Figure 1. Layout detail.
Region (155, 88) to (180, 113) µm. Cells in gray, sequential cells in the stronger gray; small squares are vias.
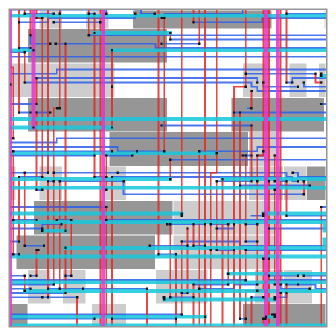
Figure 2. Pin placement.
Scale: 1.5 px per µm. Pins as bars across the die edge, other pins in gray.
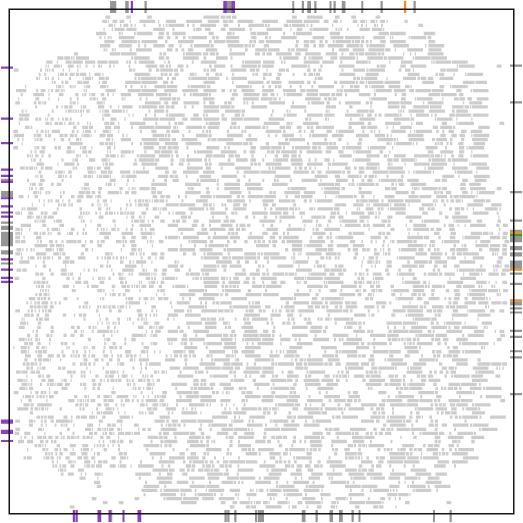
**config.mk**
```make
export PLATFORM = sky130hd
export DESIGN_NAME = seq_datapath
export DESIGN_NICKNAME = d
export VERILOG_FILES = /design/src/rtl/seq_dp_pkg.sv /design/src/rtl/dp_alu.sv /design/src/rtl/seq_datapath.sv
export SDC_FILE = /design/constraint.sdc
export NUM_CORES = 2
export LEC_CHECK = 0
export CORE_MARGIN = 1.5
export CORE_UTILIZATION = 41
export CTS_CLUSTER_SIZE = 28
export DETAILED_ROUTE_END_ITERATION = 10
export PLACE_DENSITY_LB_ADDON = 0.08
export RECOVER_POWER = 25
export SLEW_MARGIN = 15
export SYNTH_ARGS = -nofsm -noshare
export SYNTH_HDL_FRONTEND = slang
export SYNTH_HIERARCHICAL = 1
export SYNTH_SLANG_ARGS = --single-unit
```
**constraint.sdc**
```tcl
create_clock -name clock -period 7.81 [get_ports clock]
set_input_delay 1.562 -clock clock [delete_from_list [all_inputs] [get_ports clock]]
set_output_delay 1.562 -clock clock [all_outputs]
set_load 0.01 [all_outputs]
```
**src/rtl/seq_dp_pkg.sv**
```systemverilog
// Shared definitions for the sequential single-bus datapath: opcodes, FSM
// states and the reserved-opcode test.
package seq_dp_pkg;

  typedef enum logic [3:0] {
    OP_ADD = 4'd0,
    OP_SUB = 4'd1,
    OP_AND = 4'd2,
    OP_OR  = 4'd3,
    OP_XOR = 4'd4,
    OP_SHL = 4'd5,
    OP_SHR = 4'd6,
    OP_LDI = 4'd7,
    OP_MOV = 4'd8
  } opcode_e;

  typedef enum logic [1:0] {
    IDLE = 2'd0,
    T1   = 2'd1,
    T2   = 2'd2,
    T3   = 2'd3
  } state_e;

  function automatic logic op_reserved(input logic [3:0] op);
    return (op > 4'd8);
  endfunction

endpackage

```
**src/rtl/dp_alu.sv**
```systemverilog
// Combinational ALU for seq_datapath: combines latched Y with the bus value.
module dp_alu
  import seq_dp_pkg::*;
#(
  parameter int W = 32
) (
  input  logic [W-1:0] y,
  input  logic [W-1:0] bus,
  input  logic [3:0]   op,
  output logic [W-1:0] result,
  output logic         carry
);

  localparam int SHW = $clog2(W);

  logic [W:0]     sum;
  logic [SHW-1:0] amt;

  assign amt = bus[SHW-1:0];

  always_comb begin
    result = '0;
    carry  = 1'b0;
    sum    = '0;
    case (op)
      OP_ADD: begin
        sum    = {1'b0, y} + {1'b0, bus};
        result = sum[W-1:0];
        carry  = sum[W];
      end
      // Carry out of the two's-complement add is the "no borrow" indication.
      OP_SUB: begin
        sum    = {1'b0, y} + {1'b0, ~bus} + {{W{1'b0}}, 1'b1};
        result = sum[W-1:0];
        carry  = sum[W];
      end
      OP_AND:  result = y & bus;
      OP_OR:   result = y | bus;
      OP_XOR:  result = y ^ bus;
      OP_SHL:  result = y << amt;
      OP_SHR:  result = y >> amt;
      OP_LDI:  result = bus;
      OP_MOV:  result = y;
      default: result = '0;
    endcase
  end

endmodule

```
**src/rtl/seq_datapath.sv**
```systemverilog
// Three-phase single-bus datapath: T1 reads rs1 into Y, T2 runs the ALU into Z,
// T3 writes Z back to rd and pulses done.
module seq_datapath
  import seq_dp_pkg::*;
#(
  parameter  int W    = 32,
  parameter  int NREG = 16,
  localparam int RW   = $clog2(NREG)
) (
  input  logic          clock,
  input  logic          clear,
  input  logic          cmd_valid,
  output logic          cmd_ready,
  input  logic [3:0]    cmd_op,
  input  logic [RW-1:0] cmd_rd,
  input  logic [RW-1:0] cmd_rs1,
  input  logic [RW-1:0] cmd_rs2,
  input  logic [W-1:0]  cmd_imm,
  output logic          done,
  output logic          cmd_err,
  output logic          flag_zero,
  output logic          flag_carry,
  output logic [W-1:0]  bus_out,
  input  logic [RW-1:0] dbg_sel,
  output logic [W-1:0]  dbg_data
);

  state_e        state;
  logic [W-1:0]  regs [NREG];
  logic [3:0]    op_q;
  logic [RW-1:0] rd_q, rs1_q, rs2_q;
  logic [W-1:0]  imm_q, y_q, z_q;
  logic [W-1:0]  bus;
  logic [W-1:0]  alu_res;
  logic          alu_carry;

  always_comb begin
    bus = '0;
    case (state)
      T1:      bus = regs[rs1_q];
      T2:      bus = (op_q == OP_LDI) ? imm_q : regs[rs2_q];
      T3:      bus = z_q;
      default: bus = '0;
    endcase
  end

  assign bus_out   = bus;
  assign cmd_ready = (state == IDLE);
  assign dbg_data  = regs[dbg_sel];

  dp_alu #(.W(W)) u_alu (
    .y      (y_q),
    .bus    (bus),
    .op     (op_q),
    .result (alu_res),
    .carry  (alu_carry)
  );

  always_ff @(posedge clock) begin
    if (clear) begin
      state      <= IDLE;
      op_q       <= '0;
      rd_q       <= '0;
      rs1_q      <= '0;
      rs2_q      <= '0;
      imm_q      <= '0;
      y_q        <= '0;
      z_q        <= '0;
      flag_zero  <= 1'b0;
      flag_carry <= 1'b0;
      done       <= 1'b0;
      cmd_err    <= 1'b0;
      for (int unsigned i = 0; i < NREG; i++) regs[i] <= '0;
    end else begin
      done    <= 1'b0;
      cmd_err <= 1'b0;
      case (state)
        IDLE: begin
          if (cmd_valid) begin
            op_q  <= cmd_op;
            rd_q  <= cmd_rd;
            rs1_q <= cmd_rs1;
            rs2_q <= cmd_rs2;
            imm_q <= cmd_imm;
            state <= T1;
          end
        end
        T1: begin
          y_q   <= bus;
          state <= T2;
        end
        T2: begin
          if (!op_reserved(op_q)) begin
            z_q        <= alu_res;
            flag_zero  <= (alu_res == '0);
            flag_carry <= alu_carry;
          end
          state <= T3;
        end
        T3: begin
          if (!op_reserved(op_q)) regs[rd_q] <= bus;
          done    <= 1'b1;
          cmd_err <= op_reserved(op_q);
          state   <= IDLE;
        end
        default: state <= IDLE;
      endcase
    end
  end

endmodule
```
==> run notes <==
The run finished, with violations left. The final reports fail on capacitance limit, slew limit. The proportion of total power due to net switching came out at 0.426. The tally of max-capacitance violations was 10.

In this run the critical path is formed by clkbuf_1 > clkbuf_1 > nor2_1 > and2_0 > clkbuf_2 > a2bb2oi_1. 124 I/O pins were placed. The post-synthesis share of cell area spent on and-or and or-and gates is 0.194.

Counting flops with a built-in enable in the synthesized netlist gives 512. In this run the core area contains 121 standard-cell rows. Per the final report, max-transition violations number 302.

On the final layout, the worst hold slack is 440 ps. The timing report notes that buffer and inverter cells on the critical path total 3. Top routing layer in use: met5. The register name with the most flops is regs. Each instance of the synthesized netlist takes up on average 10.4 µm². Relative slew slack: -1.72. In this run the worst hold path is classified as flip-flop to flip-flop. The number of cells on the worst hold path came out at 2.

The dominant register cell in the synthesized netlist is sky130_fd_sc_hd__edfxtp_1. The detailed-route wire length on metal 1 came out at 83,000 µm. With the register fraction of the total cell area at 0.351, the maximum clock insertion buffer count is 3. The biggest slice of the area belongs to combinational gates. Actual slew at the worst max-slew pin: 4090 ps.

Buffers inserted during clock tree synthesis total 79. For the worst reg-to-reg path, the endpoint reported by OpenROAD is flag_zero. Entering global routing, the biggest net connects 80 pins. After layout, the setup clock skew is reported as 30.9 ps. Fraction of area in non-clock buffers: 0.0600.

Per the OpenROAD floorplan log, the area of the die is 0.112 mm². Sequential cells consume a total of 4.11 mW. The deepest level of the CTS H-tree is 3, and the area used by sequential logic in the layout is 0.0179 mm². The logs give 0.269 for the clock share of power and 3.86 mW for the reported clock group power.

The synth_stat.txt file lists the number of cells as 4,357. The run gives 0.229 for the fraction of layout instances using a drive strength above 1. Per STA, the startpoint of the critical path is clear.

The reported leakage power is 16.9 nW, and the cell area after synthesis is 0.0453 mm².
Back to the opening pictures, Figure 1:
- M1: blue
- M2: red
- M4: magenta
- M3: cyan
- sequential cells in the window: 8
- most frequent: a21oi_1 (8), edfxtp_1 (7), mux4_2 (2)
- netlist names of flops here include: regs (7), z_q (1)
- cells with their middle in the window: 26

Back to the opening pictures, Figure 2:
- bus_out: purple (pins 32; direction output; edge 19 west, 8 south, 5 north)
- dbg_sel: orange (pins 4; direction input; edge 3 east, 1 north)
- done: green (pins 1; direction output; edge east)
PortBufs: 123
horizontal die dimension: 335 µm
Die H: 335 µm

==> worst max path at each step <==
stage | slack [ps] | endpoint | cells after the start
3_3_place_gp | 770 | flag_zero | 24
2_1_floorplan | 1170 | flag_zero | 27
4_1_cts | 720 | flag_zero | 23
3_5_place_dp | 740 | flag_zero | 23
5_1_grt | 180 | y_q[16] | 6
6_report | 290 | y_q[24] | 6
==> cells by family after synthesis <==
kind of cell	after synthesis
xor gates and xnor gates	18
DFF	638
buffers and inverters	521
AOI/OAI and AO/OA	1394
adders and majority gates	103
and+or+nand+nor	1067
muxes	616
Power and IR drop assume default switching activity.
